==> images/layer_met1.png <==
Drawn at 6 px/µm. Supply wires on this layer in gray.
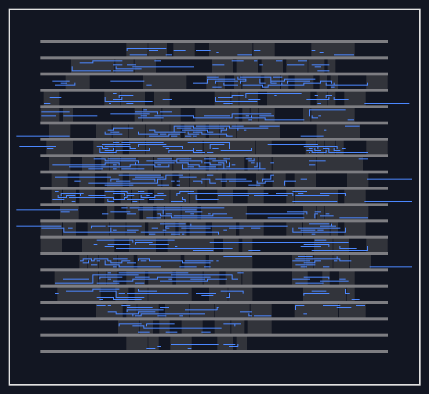
==> images/layer_met2.png <==
Drawn at 6 px/µm.
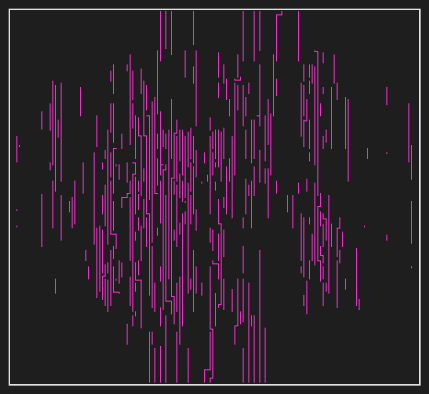
==> images/layer_met3.png <==
Drawn at 8 px/µm.
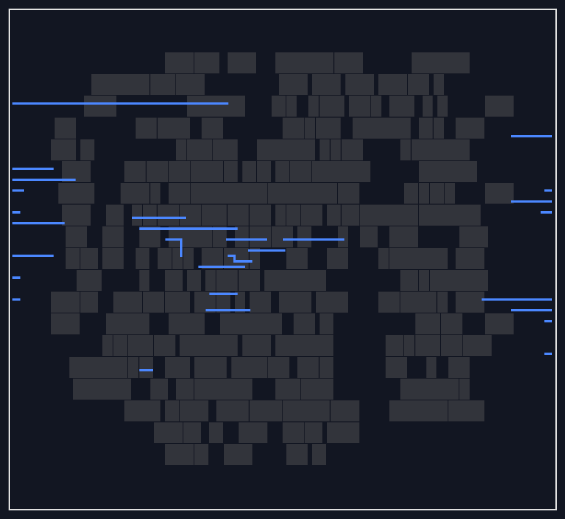
==> images/clk_routes.png <==
Drawn at 4 px/µm.
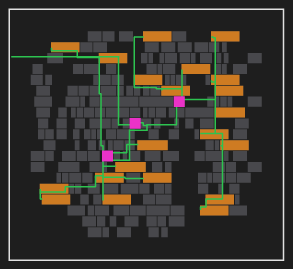
==> images/congestion.png <==
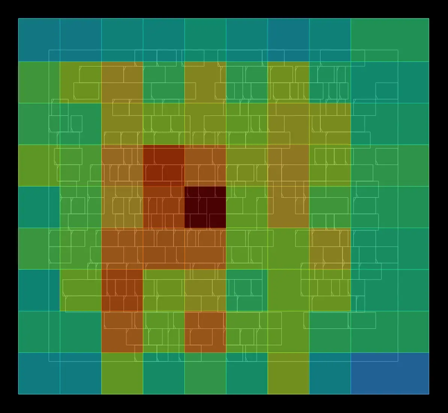
==> config.mk <==
export PLATFORM = sky130hd
export DESIGN_NAME = aes8_round_ctrl_flat
export DESIGN_NICKNAME = d
export VERILOG_FILES = /design/src/rtl/aes8_round_ctrl_pkg.sv /design/src/rtl/aes8_round_ctrl_if.sv /design/src/rtl/aes8_round_ctrl_rcon.sv /design/src/rtl/aes8_round_ctrl.sv /design/src/flat_wrapper.sv
export SDC_FILE = /design/constraint.sdc
export NUM_CORES = 1
export LEC_CHECK = 0
export ABC_CLOCK_PERIOD_IN_PS = 1900
export CAP_MARGIN = 20
export CORE_ASPECT_RATIO = 0.9
export CORE_MARGIN = 5
export CORE_UTILIZATION = 41
export CTS_CLUSTER_SIZE = 30
export DETAILED_ROUTE_END_ITERATION = 8
export HOLD_SLACK_MARGIN = 0.02
export PLACE_DENSITY_LB_ADDON = 0.2
export SLEW_MARGIN = 15
export SYNTH_ARGS = -nofsm -noshare
export SYNTH_HDL_FRONTEND = slang
export SYNTH_SLANG_ARGS = --single-unit
==> constraint.sdc <==
create_clock -name clk -period 1.9 [get_ports clk]
set_input_delay 0.38 -clock clk [delete_from_list [all_inputs] [get_ports clk]]
set_output_delay 0.38 -clock clk [all_outputs]
set_load 0.02 [all_outputs]
==> src/rtl/aes8_round_ctrl_pkg.sv <==
// aes8_pkg: shared opcode/state types and byte-index helpers for the AES-128 byte sequencer
package aes8_pkg;
  typedef enum logic [2:0] {OP_NOP, OP_LOAD, OP_ARK, OP_KEYX, OP_SUB, OP_MIX, OP_OUT} op_e;
  typedef enum logic [2:0] {S_IDLE, S_LOAD, S_ARK, S_KEYX, S_SUB, S_MIX, S_OUT} state_e;
  localparam logic [7:0] RCON_INIT = 8'h01;
  function automatic logic [3:0] sr_idx(input logic [3:0] c);
    logic [1:0] r;
    r = c[3:2] + c[1:0];
    return {r, c[1:0]};
  endfunction
  function automatic logic [7:0] xtime(input logic [7:0] b);
    return {b[6:0], 1'b0} ^ (b[7] ? 8'h1B : 8'h00);
  endfunction
endpackage

==> src/rtl/aes8_round_ctrl_if.sv <==
// aes8_round_ctrl_if: handshakes and datapath controls between front end, sequencer and byte path
interface aes8_round_ctrl_if;
  import aes8_pkg::*;
  logic start, in_valid, out_ready, in_ready, out_valid;
  op_e op;
  logic [3:0] st_raddr, st_waddr, key_idx, round;
  logic st_we, st_bank, last_round, busy, done;
  logic [7:0] rcon;
  modport slave (
    input start, in_valid, out_ready,
    output in_ready, out_valid, op, st_raddr, st_waddr, st_we, st_bank, key_idx, rcon, round,
      last_round, busy, done
  );
  modport master (
    output start, in_valid, out_ready,
    input in_ready, out_valid, op, st_raddr, st_waddr, st_we, st_bank, key_idx, rcon, round,
      last_round, busy, done
  );
endinterface

==> src/rtl/aes8_round_ctrl_rcon.sv <==
// aes8_rcon_gen: AES round-constant register, reloaded per block and stepped by xtime
module aes8_rcon_gen
  import aes8_pkg::*;
(
  input  logic       clk,
  input  logic       rst,
  input  logic       init,
  input  logic       adv,
  output logic [7:0] rcon
);
  always_ff @(posedge clk)
    if (rst || init) rcon <= RCON_INIT;
    else if (adv) rcon <= xtime(rcon);
endmodule

==> src/rtl/aes8_round_ctrl.sv <==
// aes8_round_ctrl: sequences LOAD, ARK, NR x (KEYX, SUB, [MIX], ARK) and OUT over the byte-serial AES path
module aes8_round_ctrl
  import aes8_pkg::*;
#(
  parameter int NR = 10
) (
  input logic clk,
  input logic rst,
  aes8_round_ctrl_if.slave bus
);
  localparam logic [3:0] NR4 = 4'(NR);
  state_e state, state_nxt;
  logic [3:0] cnt, round;
  logic bank, done_r, step, fin, start_ok, toggle;
  always_comb begin
    start_ok = state == S_IDLE && bus.start;
    step = state == S_LOAD ? bus.in_valid : state == S_OUT ? bus.out_ready : state != S_IDLE;
    fin = step && cnt == 4'hF;
    toggle = fin && state inside {S_LOAD, S_ARK, S_SUB, S_MIX};
    state_nxt = state;
    if (start_ok) state_nxt = S_LOAD;
    else if (fin)
      case (state)
        S_LOAD:  state_nxt = S_ARK;
        S_ARK:   state_nxt = round == NR4 ? S_OUT : S_KEYX;
        S_KEYX:  state_nxt = S_SUB;
        S_SUB:   state_nxt = round < NR4 ? S_MIX : S_ARK;
        S_MIX:   state_nxt = S_ARK;
        default: state_nxt = S_IDLE;
      endcase
  end
  always_ff @(posedge clk)
    if (rst) begin
      state  <= S_IDLE;
      cnt    <= '0;
      round  <= '0;
      bank   <= 1'b0;
      done_r <= 1'b0;
    end else begin
      state  <= state_nxt;
      cnt    <= state_nxt != state ? 4'd0 : cnt + 4'(step);
      round  <= start_ok ? 4'd0 : fin && state == S_ARK && round != NR4 ? round + 4'd1 : round;
      bank   <= start_ok ? 1'b0 : bank ^ toggle;
      done_r <= fin && state == S_OUT;
    end
  aes8_rcon_gen u_rcon (
    .clk  (clk),
    .rst  (rst),
    .init (start_ok),
    .adv  (fin && state == S_KEYX),
    .rcon (bus.rcon)
  );
  // state and op encodings are kept in the same order, so op is a direct cast
  assign bus.op         = op_e'(state);
  assign bus.in_ready   = state == S_LOAD;
  assign bus.out_valid  = state == S_OUT;
  assign bus.busy       = state != S_IDLE;
  assign bus.done       = done_r;
  assign bus.st_we      = state == S_LOAD ? bus.in_valid : state inside {S_ARK, S_SUB, S_MIX};
  assign bus.st_waddr   = cnt;
  assign bus.st_raddr   = state == S_SUB ? sr_idx(cnt) : cnt;
  assign bus.key_idx    = state inside {S_ARK, S_KEYX} ? cnt : 4'd0;
  assign bus.st_bank    = bank;
  assign bus.round      = round;
  assign bus.last_round = round == NR4;
endmodule

==> src/flat_wrapper.sv <==
// flat-port wrapper written by rule: the top's interface ports become plain ports
module aes8_round_ctrl_flat import aes8_pkg::*;
#(
  parameter int NR = 10
)
  (clk, rst, bus_start, bus_in_valid, bus_out_ready, bus_in_ready, bus_out_valid, bus_op, bus_st_raddr, bus_st_waddr, bus_st_we, bus_st_bank, bus_key_idx, bus_rcon, bus_round, bus_last_round, bus_busy, bus_done);
  aes8_round_ctrl_if bus_i ();
  input logic clk;
  input logic rst;
  input wire logic [$bits(bus_i.start)-1:0] bus_start;
  input wire logic [$bits(bus_i.in_valid)-1:0] bus_in_valid;
  input wire logic [$bits(bus_i.out_ready)-1:0] bus_out_ready;
  output wire logic [$bits(bus_i.in_ready)-1:0] bus_in_ready;
  output wire logic [$bits(bus_i.out_valid)-1:0] bus_out_valid;
  output wire logic [$bits(bus_i.op)-1:0] bus_op;
  output wire logic [$bits(bus_i.st_raddr)-1:0] bus_st_raddr;
  output wire logic [$bits(bus_i.st_waddr)-1:0] bus_st_waddr;
  output wire logic [$bits(bus_i.st_we)-1:0] bus_st_we;
  output wire logic [$bits(bus_i.st_bank)-1:0] bus_st_bank;
  output wire logic [$bits(bus_i.key_idx)-1:0] bus_key_idx;
  output wire logic [$bits(bus_i.rcon)-1:0] bus_rcon;
  output wire logic [$bits(bus_i.round)-1:0] bus_round;
  output wire logic [$bits(bus_i.last_round)-1:0] bus_last_round;
  output wire logic [$bits(bus_i.busy)-1:0] bus_busy;
  output wire logic [$bits(bus_i.done)-1:0] bus_done;
  assign bus_i.start = bus_start;
  assign bus_i.in_valid = bus_in_valid;
  assign bus_i.out_ready = bus_out_ready;
  assign bus_in_ready = bus_i.in_ready;
  assign bus_out_valid = bus_i.out_valid;
  assign bus_op = bus_i.op;
  assign bus_st_raddr = bus_i.st_raddr;
  assign bus_st_waddr = bus_i.st_waddr;
  assign bus_st_we = bus_i.st_we;
  assign bus_st_bank = bus_i.st_bank;
  assign bus_key_idx = bus_i.key_idx;
  assign bus_rcon = bus_i.rcon;
  assign bus_round = bus_i.round;
  assign bus_last_round = bus_i.last_round;
  assign bus_busy = bus_i.busy;
  assign bus_done = bus_i.done;
  aes8_round_ctrl #(.NR(NR)) u_core (.clk(clk), .rst(rst), .bus(bus_i));
endmodule
==> impl_metrics.py <==
# Physical implementation metrics
metrics = {
    "drt": {
        "vias": 1279,
        "drt_iter0_drc": 72,
        "wl_um": 3359,
        "route.detailed.drc": 0,
        "via_per_inst": 5.178,
        "ant_nets": 0,
    },
    "synth": {
        "fp_nets": 155,
        "ys_chip_area_um2": 1249,
        "simple_gate_area_frac": 0.2806,
        "avgSynthCellArea_um2": 8.612,
        "ff_type": "dfxtp_1",
        "synth_flops": 21,
        "syn_area_um2": 1249,
        "yosysTopAreaCellShare": 0.3367,
        "yosys_cells": 145,
        "syn_inst": 145,
        "aoi_share": 0.1834,
    },
    "power_and_ir_drop": {
        "seq_power_uw": 445,
        "internal-power_uw": 577.0,
        "combinationalPower_uw": 118,
        "leakage_uw": 0.0007594,
        "powerDensity_nw_per_um2": 417.9,
        "swShare": 0.2687,
    },
    "setup_path": {
        "rr_endpoint": "u_core.bus.st_waddr[2]$_SDFF_PP0_",
        "path_cells": "or3b_4 -> mux2_2 -> buf_2",
        "crit_path_max_incr_delay_ns": 0.41,
        "required_ns": 1.52,
        "crit_path_top_delay_cell": "or3b_4",
        "critPathTopFamily": "simple AND/OR/NAND/NOR gates",
        "rr_worst_depth": 8,
    },
    "final_layout": {
        "seq_share": 0.2247,
        "lay_top_count": "buf_4",
        "largest_reg_flops": 8,
        "drive_gt1_frac": 0.3171,
        "nNetsFinal": 216,
        "utilization": 0.6303,
        "layout.cells.non_filler": 247,
        "final_area_um2": 1888,
        "final_cell_mix": "buf_4, clkdlybuf4s50_1, nand2_1, dfxtp_1",
        "layout.nonclk_buf_frac": 0.3154,
        "nNonClkInverters": 4,
        "syn2layout_area_growth_pct": 51.20,
    },
    "die": {
        "chip_area_um2": 4251,
        "fp_util": 0.4169,
        "ios": 39,
        "rows": 19,
    },
    "clock_network": {
        "numCtsBuffers": 3,
        "htree_levels": 1,
        "cts_sinks": 21,
        "path_clk_slew_ns": 0.12,
        "tritoncts": "built",
    },
    "hold_path": {
        "holdPathEnd": "u_core.u_rcon.rcon[5]$_SDFFE_PP0P_",
        "hold_path.class": "reg -> reg",
        "holdPathStages": 2,
    },
    "timing": {
        "rsz0062_at_grt": "yes",
        "setup_viol": 0,
        "slew_viol_final": 0,
        "finalClockSkew_ns": 0.002578,
        "holdWs_ns": 0.4737,
        "finalHoldViolations": 0,
    },
    "place": {
        "numPortBuffers": 38,
        "postPlaceCellArea_um2": 1794,
        "dp_hpwl_um": 2518,
    },
    "global_routing": {
        "grt_pass1_vias": 1212,
        "antenna_found_initial": 0,
    },
    "outcome": {
        "status": "completed",
    },
}
Notes on layer_met1.png above:
nets with wire on the layer: 193
longest straight run: 23.0 µm

Notes on layer_met2.png above:
share of all routed wire: 52%
wire length on this layer: 1,730 µm
longest straight run: 24.8 µm
main direction: vertical

Notes on layer_met3.png above:
nets with wire on the layer: 25
main direction: horizontal

Notes on clk_routes.png above:
legend:
  clock wires:
    color: green
    length: 284 µm
  clock drivers:
    color: magenta
    count: 3
  flip-flops:
    color: orange
    count: 21
flops lie: widely spread

Notes on congestion.png above:
routing usage on met3: 0.03964
grt peak-use layer: met2
WL/cell: 13.60 µm

layer usage:
| metal | GRT usage | share of wire | up-vias |
|---|---|---|---|
| li1 | - | - | 634 |
| met2 | 0.2684 | 0.52 | 36 |
| met3 | 0.03964 | 0.041 | 4 |
| met4 | 0.04963 | 0.0071 | 0 |
| met1 | 0.2119 | 0.44 | 605 |
| met5 | 0 | 0 | - |
repair_timing:
action / 4_1_cts / 5_1_grt
pin swaps: 0 / 4
endpoints found under the hold margin: 0 / 0
endpoints found under the setup margin: 12 / 19
cloned: 0 / 0
resized: 33 / 18
hold buffers: 0 / 0
setup buffers: 3 / 4
worst reg2reg max path, delay by kind of cell (launching register included):
family,cells,cell delay [ns]
buf+inv,4,0.63
simple gates,2,0.59
flops,1,0.35
compound gates,2,0.18
